==> src/rtl/data_mem_dump.sv <==
`default_nettype none
// ============================================================================
// Module   : data_mem_dump
// Purpose  : Debug read-out engine for the CPU data memory. On a start pulse
//            it reads a block of words through a synchronous read port and
//            streams each word with its address over valid/ready, keeping a
//            modular running sum of the transferred words as a checksum.
// Revision : 1.0 - initial release
// ============================================================================
module data_mem_dump #(
  parameter int DATA_WIDTH = 32,
  parameter int ADDR_WIDTH = 8
) (
  input  logic                  clk,
  input  logic                  reset,
  input  logic                  start,
  input  logic [ADDR_WIDTH-1:0] base_addr,
  input  logic [ADDR_WIDTH:0]   count,
  output logic                  mem_rd_en,
  output logic [ADDR_WIDTH-1:0] mem_rd_addr,
  input  logic [DATA_WIDTH-1:0] mem_rd_data,
  output logic                  out_valid,
  input  logic                  out_ready,
  output logic [DATA_WIDTH-1:0] out_data,
  output logic [ADDR_WIDTH-1:0] out_addr,
  output logic                  out_last,
  output logic                  busy,
  output logic                  done,
  output logic [DATA_WIDTH-1:0] checksum
);

  localparam logic [2:0] S_IDLE = 3'd0;
  localparam logic [2:0] S_READ = 3'd1;
  localparam logic [2:0] S_WAIT = 3'd2;
  localparam logic [2:0] S_SEND = 3'd3;
  localparam logic [2:0] S_DONE = 3'd4;

  // Largest block is the whole memory; larger requests are clamped to it.
  localparam logic [ADDR_WIDTH:0]   MAX_COUNT = {1'b1, {ADDR_WIDTH{1'b0}}};
  localparam logic [ADDR_WIDTH:0]   REM_ONE   = {{ADDR_WIDTH{1'b0}}, 1'b1};
  localparam logic [ADDR_WIDTH-1:0] ADDR_ONE  = {{(ADDR_WIDTH-1){1'b0}}, 1'b1};

  logic [2:0]            state_q,    state_d;
  logic [ADDR_WIDTH-1:0] addr_q,     addr_d;
  logic [ADDR_WIDTH:0]   rem_q,      rem_d;
  logic [DATA_WIDTH-1:0] out_data_q, out_data_d;
  logic [ADDR_WIDTH-1:0] out_addr_q, out_addr_d;
  logic [DATA_WIDTH-1:0] checksum_q, checksum_d;

  logic handshake;
  logic last_word;

  assign last_word = (rem_q == REM_ONE);
  assign handshake = (state_q == S_SEND) && out_ready;

  // State and datapath registers; reset returns everything to zero / IDLE.
  always_ff @(posedge clk) begin
    if (reset) begin
      state_q    <= S_IDLE;
      addr_q     <= '0;
      rem_q      <= '0;
      out_data_q <= '0;
      out_addr_q <= '0;
      checksum_q <= '0;
    end else begin
      state_q    <= state_d;
      addr_q     <= addr_d;
      rem_q      <= rem_d;
      out_data_q <= out_data_d;
      out_addr_q <= out_addr_d;
      checksum_q <= checksum_d;
    end
  end

  // Next-state logic: one read, one capture, then hold in SEND until accepted.
  always_comb begin
    state_d = state_q;
    case (state_q)
      S_IDLE: begin
        if (start) begin
          state_d = (count == '0) ? S_DONE : S_READ;
        end
      end
      S_READ:  state_d = S_WAIT;
      S_WAIT:  state_d = S_SEND;
      S_SEND: begin
        if (handshake) begin
          state_d = last_word ? S_DONE : S_READ;
        end
      end
      S_DONE:  state_d = S_IDLE;
      default: state_d = S_IDLE;
    endcase
  end

  // Datapath updates: latch request, capture read data, account accepted words.
  always_comb begin
    addr_d     = addr_q;
    rem_d      = rem_q;
    out_data_d = out_data_q;
    out_addr_d = out_addr_q;
    checksum_d = checksum_q;
    case (state_q)
      S_IDLE: begin
        if (start) begin
          addr_d     = base_addr;
          rem_d      = (count > MAX_COUNT) ? MAX_COUNT : count;
          checksum_d = '0;
        end
      end
      S_WAIT: begin
        // Read data arrives one cycle after the strobe issued in READ.
        out_data_d = mem_rd_data;
        out_addr_d = addr_q;
      end
      S_SEND: begin
        if (handshake) begin
          checksum_d = checksum_q + out_data_q;
          rem_d      = rem_q - REM_ONE;
          addr_d     = addr_q + ADDR_ONE;
        end
      end
      default: begin
      end
    endcase
  end

  // Outputs decoded from state; address lines are quiet outside READ.
  always_comb begin
    mem_rd_en   = (state_q == S_READ);
    mem_rd_addr = (state_q == S_READ) ? addr_q : '0;
    out_valid   = (state_q == S_SEND);
    out_last    = (state_q == S_SEND) && last_word;
    busy        = (state_q == S_READ) || (state_q == S_WAIT) || (state_q == S_SEND);
    done        = (state_q == S_DONE);
    out_data    = out_data_q;
    out_addr    = out_addr_q;
    checksum    = checksum_q;
  end

endmodule
`default_nettype wire
==> config.mk <==
export PLATFORM = sky130hd
export DESIGN_NAME = data_mem_dump
export DESIGN_NICKNAME = d
export VERILOG_FILES = /design/src/rtl/data_mem_dump.sv
export SDC_FILE = /design/constraint.sdc
export NUM_CORES = 1
export LEC_CHECK = 0
export CAP_MARGIN = 5
export CORE_ASPECT_RATIO = 0.8
export CORE_MARGIN = 1
export CORE_UTILIZATION = 54
export DETAILED_ROUTE_END_ITERATION = 10
export GPL_ROUTABILITY_DRIVEN = 0
export PLACE_DENSITY = 0.83
export SYNTH_ARGS = -nofsm -noshare
export SYNTH_HDL_FRONTEND = slang
export SYNTH_SLANG_ARGS = --single-unit
==> constraint.sdc <==
create_clock -name clk -period 5.6 [get_ports clk]
set_clock_uncertainty 0.15 [all_clocks]
set_input_delay 1.12 -clock clk [delete_from_list [all_inputs] [get_ports clk]]
set_output_delay 1.12 -clock clk [all_outputs]
set_load 0.01 [all_outputs]
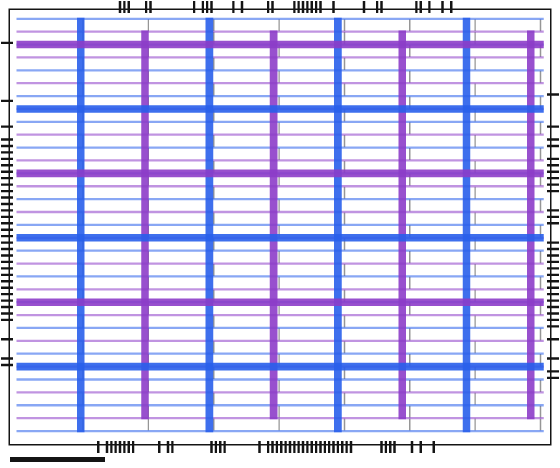
*PDN straps and rails*
The bar under the picture is 20 um long. Pins as bars on the die edge. Tap cells in grey.
purple -> VDD
blue -> VSS
met1 rails = 33
tap cells = 136
signal pins = 138
met4 straps = 8
maximum vdd drop: 0.141 mV
Core Area: 0.00969 mm2
width of the die: 114 um
Die Ht: 91.6 um

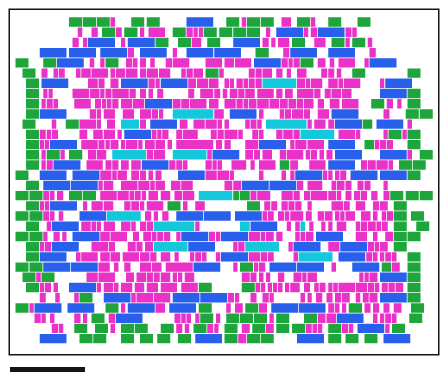
*Cells coloured by class*
The bar under the picture is 20 um long.
magenta -> combinational and other logic  # cells 581
cyan -> clock drivers and dummy loads  # cells 15
blue -> flops  # cells 92
green -> other buffers and delay cells  # cells 142
row cnt: 32
post-route cell area: 0.00713 mm2
final core utilization: 73.5%
Seq/total area: 25.8%

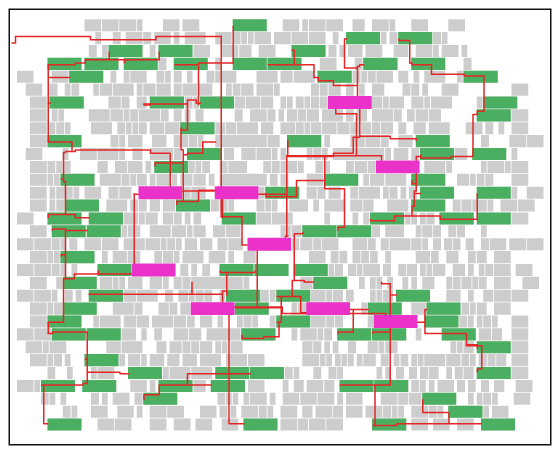
*Clock distribution*
green -> flip-flops  # count 92
magenta -> clock drivers  # count 9
red -> clock wires  # length 1,150 um
routed clock nets = 10
flops lie = spread over the die
P_clk: 0.701 mW
worst-skew pair later-pin latency: 0.34 ns
Clk pwr share: 40.9%

==> results.py <==
# Metrics from the implementation run
metrics = {
    "pwr": {
        "comb_power_share_pct": 17.1,
        "p_sw_share_pct": 26.3,
        "p_leak_nw": 2.76,
        "power.total_mw": 1.71,
        "power.density_cell_area_mw_per_mm2": 241,
        "internal-power_mw": 1.26,
        "p_sw_mw": 0.451,
    },
    "run_status": {
        "outcome": "completed",
    },
    "routing": {
        "avgViaCountPerCell": 5.88,
        "ant_nets": 0,
        "drt-pass1-iter-count": 6,
        "drc": 0,
        "drt_iter0_drc": 443,
        "wire_per_inst_um": 16.0,
        "drt_wl_total_mm": 15.5,
    },
    "cts": {
        "clock_sinks": 92,
        "cts_buffer_depth": 2,
        "clk_pin_slew_ns": 0.06,
        "postCtsHoldBufs": 0,
        "cts_tree": "done",
        "ctsResizeCount": 0,
        "cts-root-buf": "clkbuf_16",
        "cts_setup_buffers": 0,
    },
    "yosys": {
        "postSynthSeqShare_pct": 34.0,
        "ys_warn_count": 0,
        "synth_area_mm2": 0.00542,
        "synthDominantCellAreaShare_pct": 34.0,
        "synth.largest_area_cell": "dfxtp_1",
        "ys_chip_area_mm2": 0.00542,
        "top_cells_by_area": "dfxtp_1, nand2_1, a21oi_1",
        "yosys_cells": 716,
        "async_flop_share_pct": 0,
        "fp_nets": 804,
        "edf_count": 0,
        "ff_type": "dfxtp_1",
        "syn_inst": 716,
        "ys_types": 62,
        "avgSynthCellArea_um2": 7.57,
    },
    "global_route": {
        "gr-total-overflow": 0,
        "grt_max_degree": 78,
        "antenna_found_initial": 1,
        "grt_pass1_wl_mm": 25.1,
        "grt_pass1_vias": 5226,
    },
    "critical_path": {
        "end_kind": "output pin",
        "critPathMaxFanout": 25,
        "startpoint_type": "flip-flop",
        "crit_type": "flip-flop to output pin",
        "arrival_ns": 2.41,
    },
    "sta": {
        "period_minus_slack_ns": 3.68,
        "hold_viol": 0,
        "max-slew-margin-rel_pct": 44.8,
        "finalCritPeriodShare_pct": 65.6,
        "slew_viol_final": 0,
        "rsz0062_at_grt": "no",
        "worst-slew-pin-transition_ns": 0.828,
    },
    "placement": {
        "placed_cells": 951,
        "place_area_mm2": 0.00678,
        "port_buffers": 137,
        "dpl.hpwl_mm": 10.8,
    },
    "layout": {
        "n_fill_cell": 765,
        "drive_above_1_share_pct": 3.86,
        "area_growth_pct": 31.5,
        "layout_top_cells": "clkdlybuf4s50_1, nand2_1, a21oi_1",
        "layout.cells.non_filler": 967,
        "logic_area_mm2": 0.00331,
        "layout.nets": 914,
        "lay_top_count": "clkdlybuf4s50_1",
        "seq_area_mm2": 0.00184,
    },
    "floorplan": {
        "chipArea_mm2": 0.0104,
        "floorplan.core_util_pct": 55.9,
        "io_pins": 138,
    },
    "hold_path": {
        "min-delay-path-class": "flip-flop to flip-flop",
    },
    "flow_run": {
        "max_cap_viol_count": 0,
    },
}
## routing by layer
layer	track usage (%)	wire length, um	vias to the layer above
met5	0	0	-
met4	9.63	226	0
met3	6.35	1130	23
met2	46.5	7110	251
met1	40.1	7010	2658
li1	-	-	2754
## state kept, by name, summed over array words and instances (netlist names)
signal	count
checksum	32
out_data	32
rem_q	9
addr_q	8
out_addr	8
state_q	3
## stage by stage
| stage | worst slack (ns) | hold slack (ns) |
|---|---|---|
| final | 1.92 | 0.305 |
| after global routing | 1.79 | 0.344 |
| after CTS | 1.97 | 0.307 |
| after detailed placement | 2.16 | 0.298 |
| after global placement | 2.22 | 0.292 |
| after floorplan | 2.74 | 0.303 |
## power groups by stage
stage / combinational [mW] / sequential (mW) / clock, mW
floorplan: 0.168 / 0.730 / 0
global placement: 0.279 / 0.731 / 0
detailed placement: 0.287 / 0.733 / 0
global route: 0.319 / 0.724 / 0.728
CTS: 0.290 / 0.719 / 0.705
finish: 0.293 / 0.720 / 0.701
## Yosys cell counts (4+ instances only)
library cell / n
xnor2_1: 17
nand4_1: 9
o21bai_1: 7
and2_1: 14
nor3_1: 17
nor2_1: 62
and3_1: 5
a21oi_1: 99
nand3_1: 10
o21a_1: 6
o31ai_1: 4
a22oi_1: 15
nor4_1: 7
ha_1: 34
buf_6: 6
a31oi_1: 7
a221oi_1: 4
nand2_1: 135
inv_1: 15
a21o_1: 15
dfxtp_1: 92
clkbuf_1: 32
o21ai_0: 41
xor2_1: 10
## worst paths after layout
path,start,endpoint,slack (ns),depth (start not counted)
max,state_q[1],out_valid,1.92,4
min reg2reg,out_addr[5],out_addr[5],0.31,2
min,out_addr[5],out_addr[5],0.31,2
max reg2reg,checksum[0],checksum[30],2.19,12
## critical path: stages, from the launching register on
cell and delay [ns]:
dfxtp_1 0.50, nand2_1 0.08, or2_1 0.50, inv_2 0.37, clkdlybuf4s50_1 0.61
## logic make-up (layout without fill, tap and decap cells)
group	Yosys count	count (layout)	synth area share, %
xor gates and xnor gates	27	27	4.36
buffers and inverters	59	173	5.01
AOI/OAI and AO/OA	223	223	25.1
muxes	3	3	0.554
other	0	1	0
adders and majority gates	35	35	8.22
and+or+nand+nor	277	277	22.7
DFF	92	92	34.0
## area by class of cell
type / count / area share (%)
multi-input cells: 565 / 46.4
flip-flops and latches: 92 / 25.8
repair buffers: 142 / 19.7
clock buffers: 11 / 3.41
well taps: 136 / 2.39
clock inverters: 4 / 1.37
inverters: 16 / 0.843
diodes: 1 / 0.0351
Power and IR drop assume default switching activity.
